Fig. 1: run 1, met1 routing
Scale bar: 20 µm. Supply wires on this layer in grey.
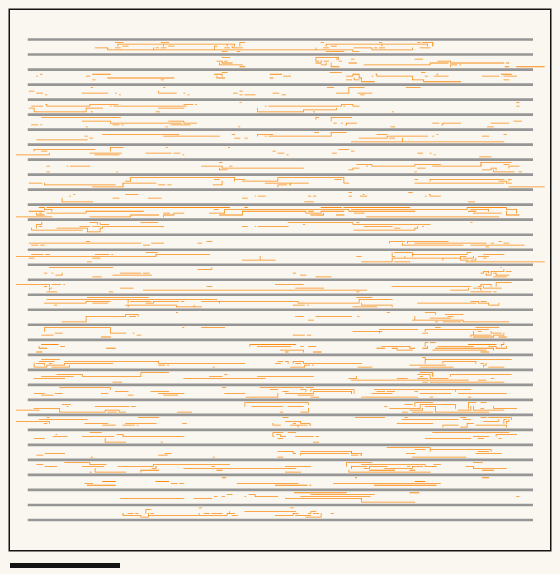
Fig. 2: run 1, the metal 2 layer
Scale bar: 20 µm.
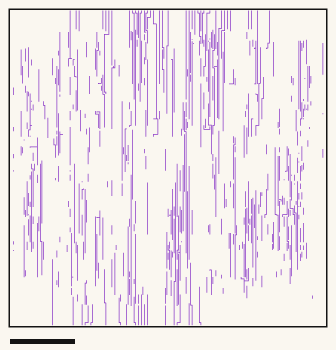
Fig. 3: run 1, M3 wires
Cells faint in the background.
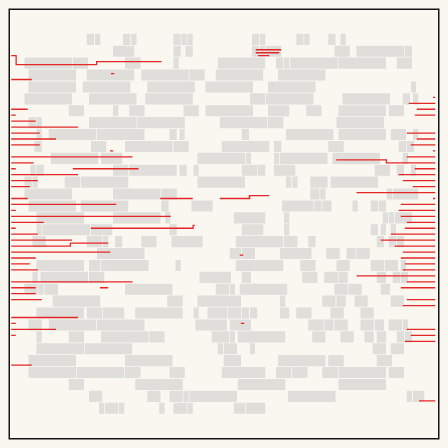
`config.mk`:
```
export PLATFORM = sky130hd
export DESIGN_NAME = wb_arbiter_flat
export DESIGN_NICKNAME = d
export VERILOG_FILES = /design/src/rtl/wb_arbiter_if.sv /design/src/rtl/wb_arbiter.sv /design/src/flat_wrapper.sv
export SDC_FILE = /design/constraint.sdc
export NUM_CORES = 1
export LEC_CHECK = 0
export CAP_MARGIN = 10
export CELL_PAD_IN_SITES_DETAIL_PLACEMENT = 0
export CELL_PAD_IN_SITES_GLOBAL_PLACEMENT = 2
export CORE_MARGIN = 3
export CORE_UTILIZATION = 43
export CTS_CLUSTER_SIZE = 16
export DETAILED_ROUTE_END_ITERATION = 12
export DONT_BUFFER_PORTS = 1
export GPL_TIMING_DRIVEN = 0
export PLACE_DENSITY_LB_ADDON = 0.1
export RECOVER_POWER = 25
export SYNTH_ARGS = -nofsm -noshare
export SYNTH_HDL_FRONTEND = slang
export SYNTH_SLANG_ARGS = --single-unit
```
`constraint.sdc`:
```
create_clock -name clk -period 5.4 [get_ports clk]
set_clock_uncertainty 0.1 [all_clocks]
set_input_delay 1.08 -clock clk [delete_from_list [all_inputs] [get_ports clk]]
set_output_delay 1.08 -clock clk [all_outputs]
set_load 0.03 [all_outputs]
```
`src/rtl/wb_arbiter_if.sv`:
```
// Bus bundle for wb_arbiter: pipeline W-stage write, long-latency result
// handshake, decode hazard check and register-file write port.
interface wb_arbiter_if;
    localparam int unsigned AW = 5;
    localparam int unsigned DW = 32;

    logic          pipe_we;
    logic [AW-1:0] pipe_a3;
    logic [DW-1:0] pipe_wd;
    logic          lr_valid;
    logic [AW-1:0] lr_a3;
    logic [DW-1:0] lr_wd;
    logic          lr_ready;
    logic [AW-1:0] chk_a1;
    logic [AW-1:0] chk_a2;
    logic          hazard;
    logic          pipe_stall;
    logic          rf_we;
    logic [AW-1:0] rf_a3;
    logic [DW-1:0] rf_wd;

    // Arbiter side
    modport slave (
        input  pipe_we, pipe_a3, pipe_wd,
        input  lr_valid, lr_a3, lr_wd,
        input  chk_a1, chk_a2,
        output lr_ready, hazard, pipe_stall,
        output rf_we, rf_a3, rf_wd
    );

    // Pipeline / register-file side
    modport master (
        output pipe_we, pipe_a3, pipe_wd,
        output lr_valid, lr_a3, lr_wd,
        output chk_a1, chk_a2,
        input  lr_ready, hazard, pipe_stall,
        input  rf_we, rf_a3, rf_wd
    );
endinterface

```
`src/rtl/wb_arbiter.sv`:
```
// Register-file write-port arbiter between the W stage and a 2-entry buffer of
// long-latency results. Optional anti-starvation logic: define WB_ARB_FAIR_EN.
module wb_arbiter (
    input  logic         clk,
    input  logic         reset,
    wb_arbiter_if.slave  bus
);
    localparam int unsigned AW    = 5;
    localparam int unsigned DW    = 32;
    localparam int unsigned DEPTH = 2;

    typedef struct packed {
        logic [AW-1:0] a3;
        logic [DW-1:0] wd;
    } entry_t;

    entry_t     fifo_q [DEPTH];
    logic [1:0] count_q;
    logic       wr_ptr_q;
    logic       rd_ptr_q;

    logic       pipe_req_c;
    logic       lr_ready_c;
    logic       push_c;
    logic       pipe_win_c;
    logic       pop_c;
    logic       stall_c;
    logic       hit_a1_c;
    logic       hit_a2_c;
    entry_t     head_c;
    entry_t     tail_c;

    // Handshake and grant decisions; $0 writes never claim the port or buffer
    always_comb begin
        head_c     = fifo_q[rd_ptr_q];
        tail_c     = fifo_q[~rd_ptr_q];
        pipe_req_c = bus.pipe_we && (bus.pipe_a3 != '0);
        lr_ready_c = (count_q < 2'd2) && !reset;
        push_c     = bus.lr_valid && lr_ready_c && (bus.lr_a3 != '0);
        pipe_win_c = !reset && !stall_c && pipe_req_c;
        pop_c      = !reset && !pipe_win_c && (count_q != 2'd0);
    end

    // Register-file port, zeroed whenever no write is granted
    always_comb begin
        bus.rf_we = 1'b0;
        bus.rf_a3 = '0;
        bus.rf_wd = '0;
        if (pipe_win_c) begin
            bus.rf_we = 1'b1;
            bus.rf_a3 = bus.pipe_a3;
            bus.rf_wd = bus.pipe_wd;
        end else if (pop_c) begin
            bus.rf_we = 1'b1;
            bus.rf_a3 = head_c.a3;
            bus.rf_wd = head_c.wd;
        end
    end

    // Hazard covers every valid entry, including one that pops this cycle
    always_comb begin
        hit_a1_c = ((count_q != 2'd0) && (head_c.a3 == bus.chk_a1)) ||
                   ((count_q == 2'd2) && (tail_c.a3 == bus.chk_a1));
        hit_a2_c = ((count_q != 2'd0) && (head_c.a3 == bus.chk_a2)) ||
                   ((count_q == 2'd2) && (tail_c.a3 == bus.chk_a2));
    end

    assign bus.hazard     = !reset && (((bus.chk_a1 != '0) && hit_a1_c) ||
                                       ((bus.chk_a2 != '0) && hit_a2_c));
    assign bus.lr_ready   = lr_ready_c;
    assign bus.pipe_stall = stall_c;

    always_ff @(posedge clk) begin
        if (reset) begin
            count_q  <= 2'd0;
            wr_ptr_q <= 1'b0;
            rd_ptr_q <= 1'b0;
        end else begin
            if (push_c) begin
                wr_ptr_q <= ~wr_ptr_q;
            end
            if (pop_c) begin
                rd_ptr_q <= ~rd_ptr_q;
            end
            case ({push_c, pop_c})
                2'b10:   count_q <= count_q + 2'd1;
                2'b01:   count_q <= count_q - 2'd1;
                default: count_q <= count_q;
            endcase
        end
    end

    // Payload storage needs no reset: entries are only read while counted valid
    always_ff @(posedge clk) begin
        if (push_c) begin
            fifo_q[wr_ptr_q] <= '{a3: bus.lr_a3, wd: bus.lr_wd};
        end
    end

`ifdef WB_ARB_FAIR_EN
    logic [1:0] age_q;
    logic       force_q;
    logic       lose_c;

    assign lose_c  = (count_q != 2'd0) && pipe_win_c;
    assign stall_c = force_q && !reset;

    // After four consecutive losses the next cycle is reserved for the buffer
    always_ff @(posedge clk) begin
        if (reset) begin
            age_q   <= 2'd0;
            force_q <= 1'b0;
        end else if (pop_c || (count_q == 2'd0)) begin
            age_q   <= 2'd0;
            force_q <= 1'b0;
        end else if (lose_c) begin
            if (age_q == 2'd3) begin
                force_q <= 1'b1;
            end else begin
                age_q <= age_q + 2'd1;
            end
        end
    end
`else
    assign stall_c = 1'b0;
`endif

endmodule

```
`src/flat_wrapper.sv`:
```
// flat-port wrapper written by rule: the top's interface ports become plain ports
module wb_arbiter_flat 
  (clk, reset, bus_pipe_we, bus_pipe_a3, bus_pipe_wd, bus_lr_valid, bus_lr_a3, bus_lr_wd, bus_chk_a1, bus_chk_a2, bus_lr_ready, bus_hazard, bus_pipe_stall, bus_rf_we, bus_rf_a3, bus_rf_wd);
  wb_arbiter_if bus_i ();
  input  logic clk;
  input  logic reset;
  input wire logic [$bits(bus_i.pipe_we)-1:0] bus_pipe_we;
  input wire logic [$bits(bus_i.pipe_a3)-1:0] bus_pipe_a3;
  input wire logic [$bits(bus_i.pipe_wd)-1:0] bus_pipe_wd;
  input wire logic [$bits(bus_i.lr_valid)-1:0] bus_lr_valid;
  input wire logic [$bits(bus_i.lr_a3)-1:0] bus_lr_a3;
  input wire logic [$bits(bus_i.lr_wd)-1:0] bus_lr_wd;
  input wire logic [$bits(bus_i.chk_a1)-1:0] bus_chk_a1;
  input wire logic [$bits(bus_i.chk_a2)-1:0] bus_chk_a2;
  output wire logic [$bits(bus_i.lr_ready)-1:0] bus_lr_ready;
  output wire logic [$bits(bus_i.hazard)-1:0] bus_hazard;
  output wire logic [$bits(bus_i.pipe_stall)-1:0] bus_pipe_stall;
  output wire logic [$bits(bus_i.rf_we)-1:0] bus_rf_we;
  output wire logic [$bits(bus_i.rf_a3)-1:0] bus_rf_a3;
  output wire logic [$bits(bus_i.rf_wd)-1:0] bus_rf_wd;
  assign bus_i.pipe_we = bus_pipe_we;
  assign bus_i.pipe_a3 = bus_pipe_a3;
  assign bus_i.pipe_wd = bus_pipe_wd;
  assign bus_i.lr_valid = bus_lr_valid;
  assign bus_i.lr_a3 = bus_lr_a3;
  assign bus_i.lr_wd = bus_lr_wd;
  assign bus_i.chk_a1 = bus_chk_a1;
  assign bus_i.chk_a2 = bus_chk_a2;
  assign bus_lr_ready = bus_i.lr_ready;
  assign bus_hazard = bus_i.hazard;
  assign bus_pipe_stall = bus_i.pipe_stall;
  assign bus_rf_we = bus_i.rf_we;
  assign bus_rf_a3 = bus_i.rf_a3;
  assign bus_rf_wd = bus_i.rf_wd;
  wb_arbiter u_core (.clk(clk), .reset(reset), .bus(bus_i));
endmodule
```
==> results.yml, run 1 <==
# flow metrics
clocking:
  hold_buffers: 0
  h-tree-depth: 3
  cts.repair.resized: 0
  cts_tree: "built"
  clk_pin_slew_ns: 0.07
  cts_root_buf: "clkbuf_8"
  clock_sinks: 79
  cts_max_path_buffers: 2
  clock.latency.late_pin_ns: 0.34
  cts_setup_buffers: 0
sta:
  slew_headroom: 0.311
  report.final.hold_viol_count: 0
  period_needed_ns: 4.19
  tightest_slew_ns: 1.02
  finalSetupTns_ns: 0
  rsz0062_at_grt: "no"
  setup_viol: 0
  drv_slew: 0
  worst_slack_ns: 1.21
  fin_crit_sh: 0.777
synth:
  synth_seq_share: 0.640
  ys_area_um2: 3630
  ys_ff: 79
  synth_cells: 272
  synth-warning-count: 0
  synth_area_um2: 3630
  async_reset_ff_frac: 0
  ys_cells: 272
  syn_area_per_cell_um2: 13.3
  edf_count: 74
power_and_ir_drop:
  intPower_uw: 972
  powerDensity_nw_per_um2: 329
  seqPwrFrac: 0.538
  peakVddDrop_v: 0.000153
  pwr-share-clk: 0.316
  switching_share: 0.263
  combPwrFrac: 0.147
finish:
  drive_gt1_frac: 0.138
  final_layout_top_logic_cell: "edfxtp_1"
  lay_top_cells: "74 x edfxtp_1, 42 x mux2i_1, 37 x nand2_1, 29 x o21ai_0, 14 x xnor2_1"
  layout.nets: 374
  syn2layout_area_growth_pct: 10.6
  nFillCells: 709
  antenna_cells: 0
die:
  coreArea_um2: 7970
  ios: 129
  fp_util: 0.455
  row_count: 32
  die_area_um2: 9570
  die_h_um: 97.8
placement:
  hpwl_mm: 5.24
  pre_cts_ws_ns: 1.20
  gp_congestion: 0.805
run:
  drv_cap: 0
global_route:
  grt_max_degree: 22
  grt_pass1_wl_mm: 11.3
  grt_use_total: 0.155
  antenna_found_initial: 0
  overflow: 0
  grt_pass1_vias: 2198
min_path:
  hp-class: "register to register"
  hp-start: "u_core.count_q[1]"
route:
  routed.top_layer: "met4"
  met3WireLength_um: 708
  antenna_left: 0
  drtPass1Iterations: 4
  drt_iter0_drc: 61
  wl_per_cell_um: 18.4
  wl_met2_mm: 3.48
run_status:
  status: "finished clean"
setup_path:
  critPathLaunch: "bus_pipe_a3[4]"
  cp.required_ns: 4.22
  worstPathMaxFanout: 10
  timing.rr.start: "u_core.count_q[1]"
Back to the opening pictures, Fig. 1:
share of all routed wire: 41%
wire length on this layer: 2920 µm
final wirelength: 7.21 mm
GR Util met1: 0.186
via count: 2094

Back to the opening pictures, Fig. 2:
wire length on this layer: 3480 µm
share of all routed wire: 48%

Back to the opening pictures, Fig. 3:
wire length on this layer: 708 µm
main direction: horizontal
share of all routed wire: 9.8%
GR Util met3: 0.0621

[run 1: per-stage QoR]
stage | std cells | area (µm²) | total power, µW | hold WS (ns) | utilization
after floorplan | 272 | 3630 | 881 | 0.385 | -
after global placement | 374 | 3750 | 913 | 0.406 | 0.471
after detailed placement | 376 | 3820 | 921 | 0.444 | 0.480
after CTS | 391 | 4010 | 1330 | 0.477 | 0.503
after global routing | 391 | 4010 | 1380 | 0.527 | 0.503
final | 391 | 4010 | 1320 | 0.465 | 0.503
[run 1: registers in the layout, indices dropped and copies added (netlist names), named ones only]
| name | cells |
|---|---|
| u_core.fifo_q | 74 |
| u_core.rd_ptr_q | 1 |
| u_core.count_q | 2 |
| u_core.wr_ptr_q | 1 |
[run 1: worst max-delay path, cell delays in order]
cell and delay (ns):
or4_4 0.53, o21ai_4 0.18, nand2_2 0.09, clkbuf_1 0.26
o21ai_0 0.88
[run 1: layer usage]
layer,GRT usage,up-vias
li1,-,1022
met1,0.186,970
met2,0.247,93
met3,0.0621,9
met4,0.0639,0
met5,0,-
[run 1: cell families after synthesis]
family | count (synthesis) | synth area share
fa+ha+maj | 1 | 0.00345
mux | 42 | 0.116
xor+xnor | 24 | 0.0580
other cells | 1 | 0.00103
flops | 79 | 0.640
compound gates | 44 | 0.0752
buf+inv | 16 | 0.0259
simple gates | 65 | 0.0801
[run 1: cells in the mapped netlist, types with 2 or more instances]
cell type	number	share of area
dfxtp_1	5	0.028
xor2_1	10	0.024
nor2_1	11	0.011
a21oi_1	4	0.0055
xnor2_1	14	0.034
inv_1	2	0.0021
buf_2	5	0.0069
nand4_1	5	0.0086
clkbuf_1	3	0.0031
o21ai_2	9	0.022
mux2i_1	42	0.12
edfxtp_1	74	0.61
o21ai_0	29	0.040
nand2_1	37	0.038
nor3_1	2	0.0028
buf_1	3	0.0031
nor4_1	4	0.0069
[run 1: worst paths after layout]
kind | to | slack [ns] | depth (start not counted)
worst max-delay path | bus_rf_wd[21] | 1.21 | 5
worst max register to register | u_core.fifo_q[0][26] | 2.99 | 4
worst min register to register | u_core.count_q[1] | 0.47 | 2
worst min-delay path | u_core.count_q[1] | 0.47 | 2
[run 1: power groups by stage]
| stage | clock network [µW] | registers [µW] | logic [µW] |
|---|---|---|---|
| floorplan | 0 | 723 | 158 |
| global placement | 0 | 725 | 189 |
| detailed placement | 0 | 724 | 197 |
| CTS | 427 | 710 | 198 |
| global route | 454 | 713 | 212 |
| finish | 417 | 710 | 193 |
[run 1: layout make-up]
class / count / area, µm² / share of cell area
flip-flops and latches: 79 / 2320 / 0.579
clock inverters: 5 / 58.8 / 0.0147
multi-input cells: 177 / 1220 / 0.305
well taps: 102 / 128 / 0.0318
plain buffers: 14 / 86.3 / 0.0215
repair buffers: 2 / 55.1 / 0.0137
inverters: 2 / 7.51 / 0.00187
clock buffers: 10 / 128 / 0.0318
Fig. 4: run 1, clock network drawn from the DEF
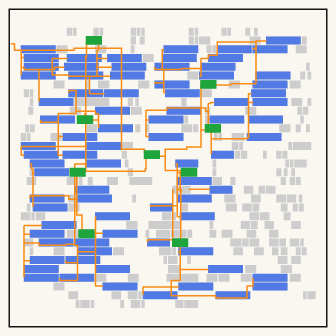

## Run 2: what changed since run 1
CORE_UTILIZATION = 36   (was 43)
clock period = 3.6 ns   (was 5.4 ns; I/O delays follow)
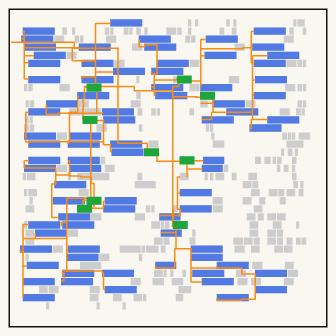
Fig. 5. Clock network drawn from the DEF (run 2).
[flip-flops] blue | count: 79
[clock wires] orange | length: 921 µm
[cells driving clock nets] green | count: 9
routed clock nets: 10
power share of the clock group: 0.339
Latency at later pin: 0.33 ns

==> results.yml, run 2 <==
# flow metrics
synth:
  ys_ff: 79
  synth_seq_share: 0.640
  ys_cells: 272
  top_cells_by_area: "edfxtp_1 61%, mux2i_1 12%, o21ai_0 4.0%"
  edf_count: 74
  ys_area_um2: 3630
  synth-warning-count: 0
  async_reset_ff_frac: 0
  synthTopCellsByCount: "74 x edfxtp_1, 42 x mux2i_1, 37 x nand2_1"
  top_area_frac: 0.613
  yosysTopAreaCell: "edfxtp_1"
  synth_cells: 272
global_route:
  grt_pass1_wl_mm: 11.6
  overflow: 0
  grt_pass1_vias: 2186
  antenna_found_initial: 0
  grt_use_total: 0.138
  grt_max_degree: 25
die:
  ios: 129
  die_h_um: 106
  die_area_um2: 11300
  row_count: 36
  fp_util: 0.371
  coreArea_um2: 9770
finish:
  syn2layout_area_growth_pct: 11.9
  layout.nets: 374
  largest_reg_flops: 74
  final_core_util: 0.415
  antenna_cells: 0
  final_cell_area_um2: 4060
  lay_top_cells: "74 x edfxtp_1, 42 x mux2i_1, 37 x nand2_1, 28 x o21ai_0, 14 x xnor2_1"
  final_layout_top_logic_cell: "edfxtp_1"
  drive_gt1_frac: 0.138
  regMostFlops: "u_core.fifo_q"
setup_path:
  cp.depth: 5
  critPathSlowestCell: "o21ai_0"
  r2r_setup_slack_ns: 1.24
  critPathTopFamily: "AND-OR/OR-AND gates"
  slowest_delay_ns: 0.81
  r2r-end: "u_core.fifo_q[1][18]"
  cp.required_ns: 2.78
  worstPathMaxFanout: 10
  timing.rr.start: "u_core.count_q[1]"
  critical_path_buf_inv_count: 1
  path_cells: "or4_4, o21ai_4, nand2_2, clkbuf_1, o21ai_0"
power_and_ir_drop:
  peakVddDrop_v: 0.000255
  powerDensity_nw_per_um2: 505
  power_uw: 2050
clocking:
  cts_tree: "built"
  clock_sinks: 79
  cts_root_buf: "clkbuf_8"
  hold_buffers: 0
route:
  drt_iter0_drc: 87
  wl_per_cell_um: 18.2
  totalWireLength_mm: 7.67
  via_count: 2092
  antenna_left: 0
  drtPass1Iterations: 4
placement:
  placedCellCount: 407
  hpwl_mm: 5.64
  gp_congestion: 0.727
  placed_area_um2: 3850
sta:
  period_needed_ns: 3.42
  fin_crit_sh: 0.949
  setup_viol: 0
  report.final.hold_viol_count: 0
  tightest_slew_ns: 1.03
  rsz0062_at_grt: "no"
  drv_slew: 0
  finalSetupTns_ns: 0
  slew_headroom: 0.309
min_path:
  hp-class: "input port to register"
  hp-start: "bus_lr_wd[22]"
  min_path_cells: 0
run_status:
  status: "finished clean"
run:
  drv_cap: 0
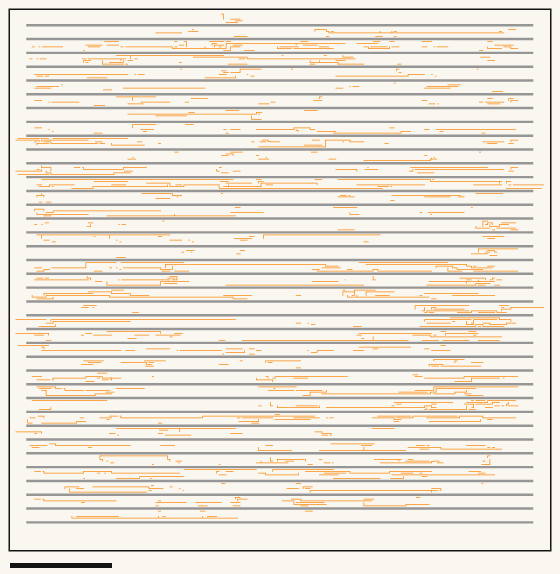
Fig. 6. Met1 routing (run 2).
Scale bar: 20 µm. Supply wires on this layer in grey.
wire length on this layer: 3150 µm
longest straight run: 37.7 µm
nets with wire on the layer: 338
share of all routed wire: 41%

-- run 2: metal layers --
metal  up-vias  GRT usage  share of wire
li1       1023          -              -
met2        85      0.219           0.48
met4         0     0.0500          0.014
met5         -          0              0
met1       976      0.172           0.41
met3         8     0.0504          0.092
-- run 2: power by group --
part           switching (µW)  internal [µW]
Sequential               13.5           1050
Clock                     306            388
Combinational             202           87.0
Total                     522           1530
-- run 2: cell type report --
cell class                      instances  area, µm²
Fill cell                             952       5720
Sequential cell                        79       2320
Multi-Input combinational cell        177       1220
Tap cell                              133        166
Clock buffer                           10        128
Buffer                                 14       86.3
Clock inverter                          5       81.3
Timing Repair Buffer                    2       40.0
Inverter                                2       7.51
-- run 2: how the worst max path moves through the flow --
| stage | slack (ns) | from | end |
|---|---|---|---|
| 6_report | 0.18 | bus_pipe_a3[4] | bus_rf_wd[19] |
| 5_1_grt | 0.05 | bus_pipe_a3[4] | bus_rf_wd[12] |
| 4_1_cts | 0.07 | bus_pipe_a3[4] | bus_rf_wd[21] |
| 3_5_place_dp | 0.08 | bus_pipe_a3[4] | bus_rf_wd[21] |
| 3_3_place_gp | -1.46 | reset | u_core.fifo_q[0][17] |
| 2_1_floorplan | -0.18 | reset | u_core.fifo_q[0][0] |
-- run 2: kinds of logic after synthesis --
family                   share of synthesized area
adder cells (fa/ha/maj)                    0.00345
flip-flops                                   0.640
multiplexers                                 0.116
other                                      0.00103
AND/OR/NAND/NOR                             0.0801
AND-OR/OR-AND                               0.0752
XOR/XNOR                                    0.0580
buffers and inverters                       0.0259
-- run 2: per-stage QoR --
stage / hold slack, ns / setup slack, ns
2_1_floorplan: 0.385 / -0.178
3_3_place_gp: 0.413 / -1.46
3_5_place_dp: 0.439 / 0.0785
4_1_cts: 0.353 / 0.0692
5_1_grt: 0.341 / 0.0469
6_report: 0.371 / 0.184
-- run 2: timing repair --
| item | CTS | global route |
|---|---|---|
| setup endpoints to repair | 0 | 1 |
| buffers inserted | 0 | 0 |
| gates resized | 0 | 1 |
Fig. 7: run 2, routing congestion
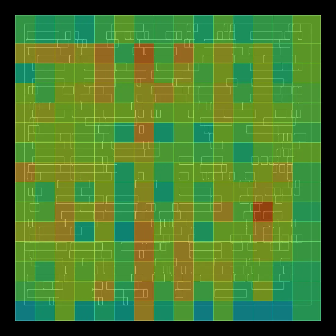

## Run 3: what changed since run 2
CELL_PAD_IN_SITES_DETAIL_PLACEMENT = 1   (was 0)
CELL_PAD_IN_SITES_GLOBAL_PLACEMENT = 1   (was 2)
CORE_UTILIZATION = 44   (was 36)
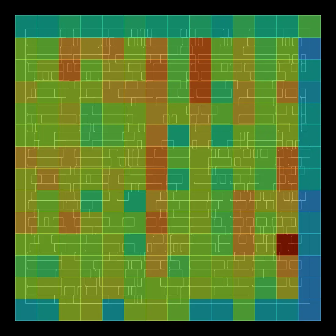
Fig. 8. Routing congestion (run 3).
GR Util met3: 0.0851
GRT Total Usage: 0.169
DR WL/cell: 19.3 µm
met2 Track Usage GR: 0.285

==> results.yml, run 3 <==
# flow metrics
power_and_ir_drop:
  power_uw: 2120
  peakVddDrop_v: 0.000284
  powerDensity_nw_per_um2: 524
setup_path:
  slowest_delay_ns: 0.83
  r2r-end: "u_core.count_q[1]"
  cp.required_ns: 2.78
  cp-start-kind: "input port"
  critPathTopFamily: "AND-OR/OR-AND gates"
  worstPathMaxFanout: 10
  worstRegToRegCells: 5
  critPathSlowestCell: "o21ai_0"
  critPathKind: "input port to output pin"
  r2r_setup_slack_ns: 1.32
  timing.rr.start: "u_core.count_q[1]"
  critical_path_buf_inv_count: 1
  path_cells: "or4_4, o21ai_4, nand2_2, clkbuf_1, o21ai_0"
min_path:
  hp-class: "input port to register"
  hp-start: "bus_lr_wd[20]"
  hold_end: "u_core.fifo_q[1][20]"
  min_path_cells: 0
run_status:
  status: "finished clean"
clocking:
  hold_buffers: 0
  cts_tree: "built"
  cts_setup_buffers: 0
  h-tree-depth: 3
  clock_sinks: 79
  cts_root_buf: "clkbuf_8"
  cts_max_path_buffers: 2
  clk_pin_slew_ns: 0.08
  cts_buffers: 9
  clock.latency.late_pin_ns: 0.33
synth:
  top_logic_kind: "multiplexers"
  synth_cells: 272
  edf_count: 74
  synthAdderAreaFrac: 0.00345
  synth_seq_share: 0.640
  ys_ff: 79
  ys_sh_aoi: 0.0752
  ys_cells: 272
  top_area_frac: 0.613
  async_reset_ff_frac: 0
  syn_area_per_cell_um2: 13.3
  synth-warning-count: 0
  mux_share: 0.116
  ys_area_um2: 3630
  synthTopCellsByCount: "74 x edfxtp_1, 42 x mux2i_1, 37 x nand2_1"
  ys_sh_xor: 0.0580
  ys_types: 30
  ys_sh_simple: 0.0801
  top_cells_by_area: "edfxtp_1 61%, mux2i_1 12%, o21ai_0 4.0%"
  yosysTopAreaCell: "edfxtp_1"
  synth_area_um2: 3630
  top_cell: "edfxtp_1"
finish:
  layout.nets: 374
  drive_gt1_frac: 0.138
  largest_reg_flops: 74
  antenna_cells: 0
  regMostFlops: "u_core.fifo_q"
  final_layout_top_logic_cell: "edfxtp_1"
  syn2layout_area_growth_pct: 11.6
  reg.largest.list: "u_core.fifo_q: 74 flops, u_core.count_q: 2 flops"
  lay_top_cells: "74 x edfxtp_1, 42 x mux2i_1, 37 x nand2_1, 28 x o21ai_0, 14 x xnor2_1"
sta:
  slew_headroom: 0.264
  rsz0062_at_grt: "no"
  period_needed_ns: 3.42
  tightest_slew_ns: 1.09
  hold-worst-slack_ns: 0.373
  fmax_mhz: 292
  report.final.hold_viol_count: 0
  drv_slew: 0
  fin_crit_sh: 0.951
  setup_viol: 0
placement:
  gp_congestion: 0.781
  hpwl_mm: 5.66
die:
  ios: 129
  die_area_um2: 9370
  fp_util: 0.462
  die_h_um: 96.8
  die_w_um: 96.8
  row_count: 32
  coreArea_um2: 7850
route:
  drt_iter0_drc: 62
  totalWireLength_mm: 7.58
  antenna_left: 0
  drtPass1Iterations: 4
  via_count: 2149
global_route:
  overflow: 0
  grt_pass1_wl_mm: 12.5
  grt_max_degree: 32
  grt_pass1_vias: 2398
  antenna_found_initial: 0
run:
  drv_cap: 0
  tool_warnings: 27
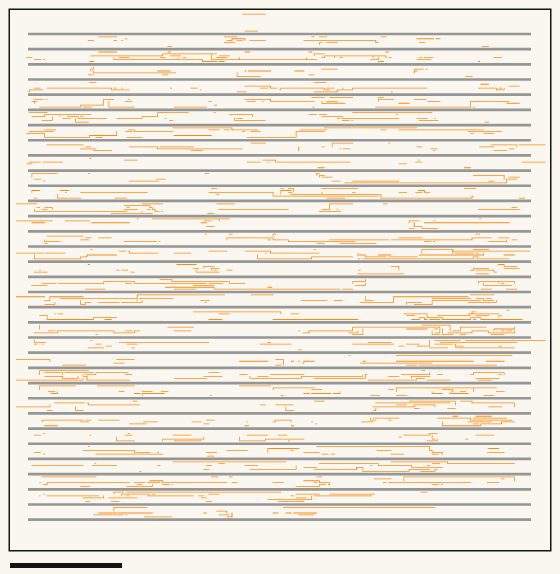
Fig. 9. Met1 routing (run 3).
Scale bar: 20 µm. Supply wires on this layer in grey.
share of all routed wire: 38%
wire length on this layer: 2910 µm

-- run 3: what timing repair did --
action,in CTS,in global routing
hold endpoints to repair,0,0
setup endpoints to repair,0,1
resized,0,1
-- run 3: worst max-delay path by stage --
stage,start,endpoint,slack (ns),cells after the start
after global routing,bus_pipe_a3[4],bus_rf_wd[9],0.05,5
after CTS,bus_pipe_a3[4],bus_rf_wd[21],0.11,5
after floorplan,reset,u_core.fifo_q[0][0],-0.18,4
after detailed placement,bus_pipe_a3[4],bus_rf_wd[21],0.11,5
after global placement,reset,u_core.fifo_q[1][20],-1.34,4
final,bus_pipe_a3[4],bus_rf_wd[13],0.18,5
-- run 3: power breakdown --
part	internal (µW)	switching, µW	total, µW
registers	1050	14.3	1070
logic	87.0	203	290
clock network	463	302	764
-- run 3: layout make-up --
type	count	area, µm²
clock buffers	11	131
clock inverters	5	106
repair buffers	2	40.0
flip-flops and latches	79	2320
multi-input cells	177	1220
inverters	2	7.51
fillers	809	3800
well taps	102	128
plain buffers	14	86.3
-- run 3: logic make-up after synthesis --
| kind of cell | after synthesis |
|---|---|
| flip-flops | 79 |
| AND/OR/NAND/NOR | 65 |
| AND-OR/OR-AND | 44 |
| multiplexers | 42 |
| XOR/XNOR | 24 |
| buffers and inverters | 16 |
| adder cells (fa/ha/maj) | 1 |
| other | 1 |
-- run 3: through the flow --
step / cell area, µm² / worst slack (ns) / instances / setup TNS (ns) / utilization
finish: 4050 / 0.177 / 392 / 0 / 0.516
global route: 4050 / 0.0489 / 392 / 0 / 0.516
CTS: 4050 / 0.106 / 392 / 0 / 0.516
detailed placement: 3810 / 0.109 / 376 / 0 / 0.485
global placement: 3750 / -1.34 / 374 / -98.47 / 0.478
floorplan: 3630 / -0.178 / 272 / -13.19 / -
-- run 3: per-layer routing --
metal	vias up	part of all wire	track usage	wire, µm
met5	-	0	0	0
met4	0	0.010	0.0400	78
met3	8	0.10	0.0851	782
met2	88	0.50	0.285	3810
met1	1028	0.38	0.193	2910
li1	1025	-	-	-
Power and IR drop assume default switching activity.
